Run 1, routing congestion:
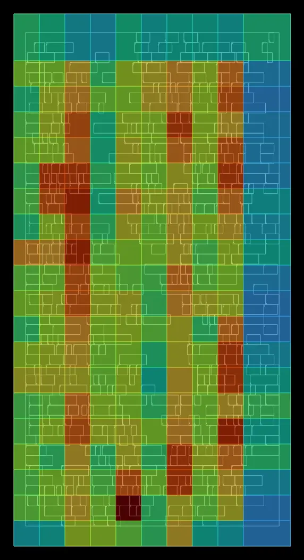
Run 1, signal wires on met2:
Drawn at 4 px/µm. Cells faint in the background.
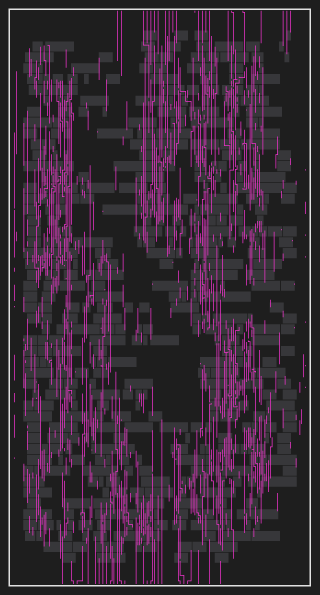
Run 1, M3 wires:
Drawn at 4 px/µm. Cells faint in the background.
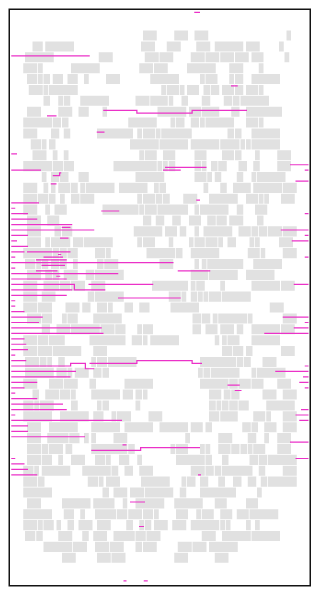
===== config.mk =====
export PLATFORM = sky130hd
export DESIGN_NAME = instr_encoder
export DESIGN_NICKNAME = d
export VERILOG_FILES = /design/src/rtl/enc_pkg.sv /design/src/rtl/enc_pack.sv /design/src/rtl/instr_encoder.sv
export SDC_FILE = /design/constraint.sdc
export NUM_CORES = 1
export LEC_CHECK = 0
export CAP_MARGIN = 15
export CORE_ASPECT_RATIO = 2
export CORE_MARGIN = 3
export CORE_UTILIZATION = 40
export CTS_CLUSTER_DIAMETER = 200
export DETAILED_ROUTE_END_ITERATION = 8
export HOLD_SLACK_MARGIN = 0.02
export PLACE_DENSITY = 0.7
export SYNTH_ARGS = -nofsm -noshare
export SYNTH_HDL_FRONTEND = slang
export SYNTH_HIERARCHICAL = 1
export SYNTH_SLANG_ARGS = --single-unit

===== constraint.sdc =====
create_clock -name clk_i -period 3.3 [get_ports clk_i]
set_clock_uncertainty 0.1 [all_clocks]
set_input_delay 0.99 -clock clk_i [delete_from_list [all_inputs] [get_ports clk_i]]
set_output_delay 0.99 -clock clk_i [all_outputs]
set_load 0.05 [all_outputs]

===== src/rtl/enc_pkg.sv =====
// enc_pkg: shared encodings for the MIPS instruction encoder.
//   - kind_e      : 4-bit symbolic instruction kind presented on kind_i
//   - OP_* / FN_* : opcode and funct fields matching the CPU control decoder
//   - WORD_STRIDE : byte distance between consecutive instruction words
//   - NOP_WORD    : sll $0,$0,0, substituted for illegal kinds when checking is off
package enc_pkg;

   typedef enum logic [3:0] {
      KIND_ADD  = 4'd0,
      KIND_SUB  = 4'd1,
      KIND_AND  = 4'd2,
      KIND_OR   = 4'd3,
      KIND_SLT  = 4'd4,
      KIND_ADDI = 4'd5,
      KIND_ORI  = 4'd6,
      KIND_BEQ  = 4'd7
   } kind_e;

   localparam logic [5:0] OP_RTYPE = 6'b000000;
   localparam logic [5:0] OP_ADDI  = 6'b001000;
   localparam logic [5:0] OP_ORI   = 6'b001101;
   localparam logic [5:0] OP_BEQ   = 6'b000100;

   localparam logic [5:0] FN_ADD = 6'b100000;
   localparam logic [5:0] FN_SUB = 6'b100010;
   localparam logic [5:0] FN_AND = 6'b100100;
   localparam logic [5:0] FN_OR  = 6'b100101;
   localparam logic [5:0] FN_SLT = 6'b101010;

   localparam int unsigned WORD_STRIDE = 4;
   localparam logic [31:0] NOP_WORD    = '0;

   // Kinds 8..15 are unassigned; the MSB alone separates them.
   function automatic logic kind_is_legal(input logic [3:0] kind);
      return !kind[3];
   endfunction

endpackage


===== src/rtl/enc_pack.sv =====
// enc_pack: purely combinational field-to-word packer.
// Ports:
//   kind_i  [3:0]  instruction kind (see enc_pkg::kind_e)
//   rs_i, rt_i, rd_i [4:0]  register fields (rd_i ignored for I-type)
//   imm_i   [15:0] immediate / branch offset, passed through unmodified
//   word_o  [31:0] packed machine word (undefined content for illegal kinds)
//   legal_o        kind is one of the eight supported encodings
module enc_pack
   import enc_pkg::*;
(
   input  logic [3:0]  kind_i,
   input  logic [4:0]  rs_i,
   input  logic [4:0]  rt_i,
   input  logic [4:0]  rd_i,
   input  logic [15:0] imm_i,
   output logic [31:0] word_o,
   output logic        legal_o
);

   logic [5:0] funct;

   always_comb begin
      funct   = '0;
      legal_o = kind_is_legal(kind_i);
      case (kind_i)
         KIND_ADD: funct = FN_ADD;
         KIND_SUB: funct = FN_SUB;
         KIND_AND: funct = FN_AND;
         KIND_OR:  funct = FN_OR;
         KIND_SLT: funct = FN_SLT;
         default:  funct = '0;
      endcase

      word_o = {OP_RTYPE, rs_i, rt_i, rd_i, 5'd0, funct};
      case (kind_i)
         KIND_ADDI: word_o = {OP_ADDI, rs_i, rt_i, imm_i};
         KIND_ORI:  word_o = {OP_ORI,  rs_i, rt_i, imm_i};
         KIND_BEQ:  word_o = {OP_BEQ,  rs_i, rt_i, imm_i};
         default:   ;
      endcase
   end

endmodule


===== src/rtl/instr_encoder.sv =====
// instr_encoder: streaming MIPS instruction encoder. Packs symbolic fields
// into 32-bit words and emits them through a one-entry valid/ready register,
// each tagged with an auto-incrementing byte address.
// Optional feature macro: ENC_CHECK_EN -- illegal kinds (8..15) are consumed
// without producing a word and set the sticky err_o flag. When undefined,
// illegal kinds are delivered as a NOP word and err_o is tied 0.
// Ports:
//   clk_i, rst_i (sync, active-low), start_i (reload address / clear count)
//   in_valid_i / in_ready_o     : field bundle handshake
//   kind_i, rs_i, rt_i, rd_i, imm_i : instruction fields
//   out_valid_o / out_ready_i   : word handshake
//   instr_o, addr_o, count_o    : word, its byte address, words delivered
//   err_o                       : sticky illegal-kind flag
module instr_encoder
   import enc_pkg::*;
#(
   parameter int unsigned         ADDR_W    = 32,
   parameter logic [ADDR_W-1:0]   BASE_ADDR = '0
) (
   input  logic              clk_i,
   input  logic              rst_i,
   input  logic              start_i,
   input  logic              in_valid_i,
   output logic              in_ready_o,
   input  logic [3:0]        kind_i,
   input  logic [4:0]        rs_i,
   input  logic [4:0]        rt_i,
   input  logic [4:0]        rd_i,
   input  logic [15:0]       imm_i,
   output logic              out_valid_o,
   input  logic              out_ready_i,
   output logic [31:0]       instr_o,
   output logic [ADDR_W-1:0] addr_o,
   output logic [15:0]       count_o,
   output logic              err_o
);

   logic [31:0]       word;
   logic [31:0]       load_word;
   logic              legal;
   logic              accept;
   logic              deliver;
   logic              load;

   logic              out_valid_q;
   logic [31:0]       instr_q;
   logic [ADDR_W-1:0] addr_q;
   logic [15:0]       count_q;

   enc_pack u_pack (
      .kind_i  (kind_i),
      .rs_i    (rs_i),
      .rt_i    (rt_i),
      .rd_i    (rd_i),
      .imm_i   (imm_i),
      .word_o  (word),
      .legal_o (legal)
   );

   assign deliver    = out_valid_q && out_ready_i;
   assign in_ready_o = !out_valid_q || out_ready_i;
   assign accept     = in_valid_i && in_ready_o;

`ifdef ENC_CHECK_EN
   logic err_q;

   // Illegal bundles complete their handshake but never reach the register.
   assign load      = accept && legal;
   assign load_word = word;

   // An illegal bundle accepted alongside start_i is newer than the start,
   // so it still raises the flag.
   always_ff @(posedge clk_i) begin
      if (!rst_i) begin
         err_q <= 1'b0;
      end else if (accept && !legal) begin
         err_q <= 1'b1;
      end else if (start_i) begin
         err_q <= 1'b0;
      end
   end

   assign err_o = err_q;
`else
   assign load      = accept;
   assign load_word = legal ? word : NOP_WORD;
   assign err_o     = 1'b0;
`endif

   // A load in the delivery cycle keeps valid high for the replacement word.
   always_ff @(posedge clk_i) begin
      if (!rst_i) begin
         out_valid_q <= 1'b0;
         instr_q     <= '0;
      end else if (load) begin
         out_valid_q <= 1'b1;
         instr_q     <= load_word;
      end else if (deliver) begin
         out_valid_q <= 1'b0;
      end
   end

   // start_i overrides the post-delivery increment; the delivered word has
   // already been reported with the old address.
   always_ff @(posedge clk_i) begin
      if (!rst_i) begin
         addr_q  <= BASE_ADDR;
         count_q <= '0;
      end else if (start_i) begin
         addr_q  <= BASE_ADDR;
         count_q <= '0;
      end else if (deliver) begin
         addr_q <= addr_q + ADDR_W'(WORD_STRIDE);
         if (count_q != 16'hFFFF) begin
            count_q <= count_q + 16'd1;
         end
      end
   end

   assign out_valid_o = out_valid_q;
   assign instr_o     = instr_q;
   assign addr_o      = addr_q;
   assign count_o     = count_q;

endmodule


==> run_results.csv, run 1 <==
group,metric,value,unit
clocking,cts_setup_buffers,0,
power,p_total,2.19,mW
cells_and_area,final-nonclk-buf-share,24.2,%
floorplan,initial_core_util,41.5,%
synthesis,area_leaders,"dfxtp_1, nand3_1, a21boi_0",
worst_setup_path,critPathBufInv,2,
clocking,clk_pin_slew,60,ps
worst_setup_path,crit_chain,"clkdlybuf4s50_1, nand2b_1, buf_12",
power,ir_drop,0.261,mV
synthesis,fa_ha_area_share,0.659,%
power,maxPowerGroup,"clock",
final_timing,rsz0062_at_grt,"false",
worst_setup_path,slowest_stage,"clkdlybuf4s50_1",
worst_setup_path,crit_start,"out_ready_i",
global_routing,grt_pass1_vias,3443,
cells_and_area,comb_share,37.4,%
synthesis,numSynthFlops,79,
worst_setup_path,arrival,1920,ps
drt,drcViolationCount,0,
cells_and_area,inverters_excl_clock,8,
drt,vias_per_cell,5.27,
power,intPower,1.67,mW
cells_and_area,diodes,0,
power,leakage,1.83,nW
outcome,status,"completed",
worst_setup_path,crit_required,2210,ps
synthesis,async_flop_share,0,%
final_timing,slew-limit-headroom,54.3,%
clocking,h-tree-depth,3,
power,clk-power,0.979,mW
worst_setup_path,path_class,"input pin to output port",
cells_and_area,seq_share,29.9,%
synthesis,ys_cells,445,
cells_and_area,final_layout_top_logic_cells,"clkdlybuf4s50_1, dfxtp_1, nand3_1, nand2_1, nor2_1",
cells_and_area,largest_class,"multi-input combinational cells",
synthesis,syn_avg_cell_area,8.53,µm²
global_routing,grt_max_degree,47,
hold_path,hold_end,"instr_o[14]$_SDFFE_PN0P_",
final_timing,min_period,3010,ps
cells_and_area,seq_area,1580,µm²
synthesis,postSynthCellCount,445,
final_timing,fin_crit_sh,91.3,%
clocking,cts_tree,"built",
floorplan,num_rows,49,
drt,drt_pass1_iterations,4,
global_routing,grt_antenna_before_repair,0,
flow_run,drv.max_cap_violation_count,0,
final_timing,fin_tns_setup,0,ps
worst_setup_path,cp.depth,3,
final_timing,slew_viol_final,0,
placement,placed_area,4990,µm²
worst_setup_path,crit_family,"buffers and inverters",
floorplan,dieWidth,74.9,µm
cells_and_area,clock_buffer_count,12,
synthesis,ys_warn_count,6,
power,p_clk_share,44.7,%
global_routing,overflow,0,
drt,drt_iter0_markers,136,
worst_setup_path,crit_path_max_fanout,4,
hold_path,whs_path_depth,2,
final_timing,finalHoldViolCount,0,
cells_and_area,layout_top_cell,"clkdlybuf4s50_1",
clocking,holdBufCountCts,0,
floorplan,nWellTaps,102,
power,seqPwrFrac,44.6,%
placement,dp_slack,304,ps
Back to the opening pictures, 'routing congestion':
DR WL/cell: 14.6 µm
Core Util, Final: 57.8%
met3 usage: 7.49%
routing usage on met1: 20.1%
GRT Total Usage: 19.1%

Back to the opening pictures, 'signal wires on met2':
nets with wire on the layer: 501
longest straight run: 41.0 µm
main direction: vertical
wire length on this layer: 5060 µm
met2 Track Usage GR: 32.2%
Total Wirelength: 9.62 mm
DR vias: 3462

Back to the opening pictures, 'M3 wires':
share of all routed wire: 7.8%
wire length on this layer: 749 µm
longest straight run: 40.2 µm
nets with wire on the layer: 94

==> run 1: state kept, by name (all words and copies together) (netlist names) <==
name / cells
instr_o: 32
addr_o: 30
count_o: 16
out_valid_o: 1
==> run 1: stage by stage <==
step	instances	hold WS [ps]
2_1_floorplan	449	574
3_3_place_gp	641	347
3_5_place_dp	641	354
4_1_cts	657	362
5_1_grt	657	381
6_report	657	358
==> run 1: layer usage <==
metal | wire length, µm | GRT usage (%)
met5 | 0 | 0
met4 | 271 | 9.47
met3 | 748 | 7.49
met2 | 5060 | 32.2
met1 | 3540 | 20.1
==> run 1: cell families after synthesis <==
kind of cell    after synthesis
simple gates                217
buf+inv                      47
fa+ha+maj                     2
flops                        79
compound gates               51
mux                           6
other cells                   2
xor+xnor                     41
## Run 2: what changed since run 1
GPL_TIMING_DRIVEN = 0   (was default)
==> run 2 against run 1 <==
  * First-iteration DRC count up 13%
  * Setup slack worse by 180 ps
  * Final cell count up 2.6%
  * Fmax down 5.8%
  * Critical path depth unchanged
  * Hold slack about the same
  * Core utilization up 0.58 points
  * Non-clock buffer count up 17
  * Clock power up about 10%
  * Power up 4.5%
  * Largest cell class unchanged
==> run_results.csv, run 2 <==
group,metric,value,unit
power,intPower,1.77,mW
synthesis,async_flop_share,0,%
worst_setup_path,crit_required,2210,ps
final_timing,fin_crit_sh,96.9,%
clocking,h-tree-depth,3,
cells_and_area,final_layout_top_logic_cells,"clkdlybuf4s50_1, dfxtp_1, nand3_1, nand2_1, nor2_1",
synthesis,top_cell_area_share,41.7,%
final_timing,slew-limit-headroom,50.9,%
power,ir_drop,0.326,mV
worst_setup_path,arrival,2110,ps
worst_setup_path,crit_path_max_fanout,4,
placement,dp_cells,658,
worst_setup_path,end_kind,"output port",
clocking,cts_tree,"built",
synthesis,synthSimpleGateAreaFrac,29.9,%
power,seqPwrFrac,42.6,%
synthesis,fa_ha_area_share,0.659,%
drt,dr_wl_met2,5.29,mm
global_routing,grt.met1_usage,19.0,%
cells_and_area,diodes,0,
synthesis,area_leaders,"dfxtp_1, nand3_1, a21boi_0",
drt,top_layer_used,"met4",
power,maxPowerGroup,"clock",
cells_and_area,n_fill_cell,830,
power,clk-power,1.08,mW
drt,vias_per_cell,5.12,
synthesis,ys_warn_count,6,
global_routing,grt_pass1_vias,3400,
clocking,clkSinkCount,79,
worst_setup_path,start_kind,"input pin",
drt,drt_iter0_markers,153,
final_timing,max_freq,313,MHz
synthesis,numSynthFlops,79,
synthesis,syn_avg_cell_area,8.53,µm²
clocking,cts_resized,3,
power,p_total,2.29,mW
global_routing,grt_use_total,18.6,%
final_timing,slew_viol_final,0,
global_routing,grt_antenna_before_repair,0,
cells_and_area,largest_reg_flops,32,
drt,wl_met1,3.55,mm
placement,dp_slack,-316,ps
worst_setup_path,rr_startpoint,"count_o[0]$_SDFFE_PP0P_",
global_routing,met3_usage,5.88,%
synthesis,mux_share,2.18,%
drt,drcViolationCount,0,
floorplan,initial_core_util,41.5,%
synthesis,postSynthCellCount,445,
flow_run,warning_count,26,
global_routing,overflow,0,
final_timing,worst_pin_slew,733,ps
synthesis,ys_top_logic_family,"simple AND/OR/NAND/NOR gates",
outcome,status,"completed",
power,power_density,429,nW/µm²
final_timing,holdWs,358,ps
synthesis,synth_cell_types,43,
drt,met3_length,648,µm
worst_setup_path,crit_start,"out_ready_i",
worst_setup_path,path_class,"input pin to output port",
final_timing,finalHoldViolCount,0,
global_routing,grt_pass1_wl,15.7,mm
cells_and_area,logic_area,1980,µm²
final_timing,rsz0062_at_grt,"false",
drt,drt_pass1_iterations,4,
clocking,holdBufCountCts,0,
global_routing,grt_max_degree,13,
clocking,clk_pin_slew,60,ps
power,p_clk_share,47.0,%
cells_and_area,seq_area,1580,µm²
final_timing,min_period,3200,ps
flow_run,drv.max_cap_violation_count,0,
synthesis,synth_area_leader_cell,"dfxtp_1",
clocking,root_buffer,"clkbuf_16",
cells_and_area,layout_top_cell,"clkdlybuf4s50_1",
floorplan,num_rows,49,
placement,placed_area,5010,µm²
clocking,cts_setup_buffers,0,
cells_and_area,final_cell_count_no_fill,674,
clocking,cts.path.max_buffers,2,
final_timing,fin_tns_setup,0,ps
synthesis,ys_cells,445,
hold_path,min_from,"instr_o[7]$_SDFFE_PN0P_",
power,leakage,1.86,nW
[run 2: cell counts after synthesis]
Identical to the previous run, type by type.
[run 2: final timing paths]
path	to	slack, ps	cells past startpoint
min reg2reg	instr_o[7]$_SDFFE_PN0P_	360	2
min	instr_o[7]$_SDFFE_PN0P_	360	2
max reg2reg	count_o[7]$_SDFFE_PP0P_	1230	6
max	in_ready_o	100	3
[run 2: final cells by class]
type / instances / area share [%]
clock inverter: 3 / 1.22
multi-input combinational: 323 / 37.0
timing repair buffer: 107 / 20.1
sequential: 79 / 29.6
clock buffer: 13 / 4.88
buffer: 39 / 4.17
tap: 102 / 2.39
inverter: 8 / 0.563
[run 2: worst max-delay path: stages]
cell and delay (ps):
clkdlybuf4s50_1 520, nand2b_1 200, clkdlybuf4s15_2 400
Run 2, I/O pins on the die edge:
Drawn at 4 px/µm. Pins as bars across the die edge, other pins in gray.
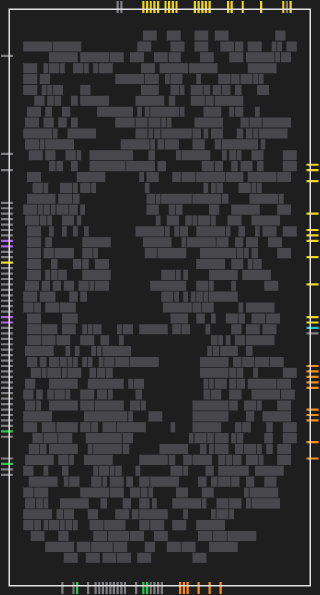
| port | color | pins | direction | edge |
|---|---|---|---|---|
| addr_o | yellow | 32 | output | 20 north, 11 east, 1 west |
| count_o | orange | 16 | output | 10 east, 6 south |
| kind_i | purple | 4 | input | west |
| out_valid_o | cyan | 1 | output | east |
| rt_i | green | 5 | input | 3 south, 2 west |
all pins by edge: 51 west, 26 south, 23 north, 23 east
Die Wd: 74.9 µm
input/output buffers: 107
DIE HEIGHT: 144 µm

Run 2, signal wires on met2:
Drawn at 4 px/µm. Cells faint in the background.
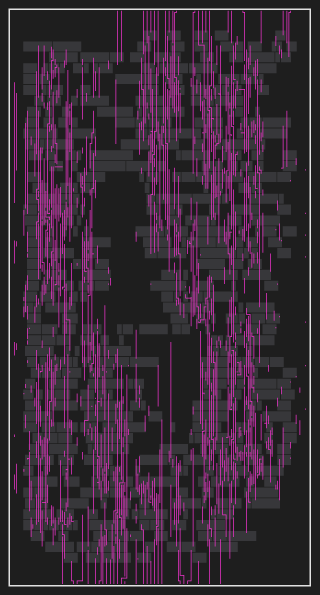
main direction: vertical
share of all routed wire: 55%
nets with wire on the layer: 517
wire length on this layer: 5290 µm
Total Wirelength: 9.69 mm
DR vias: 3454
met2 Track Usage GR: 33.5%

Run 2, routing congestion:
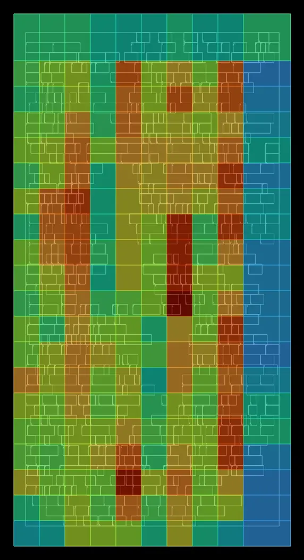
Core Util, Final: 58.4%
grt peak-use layer: met2
DR WL/cell: 14.4 µm

Power and IR drop assume default switching activity.
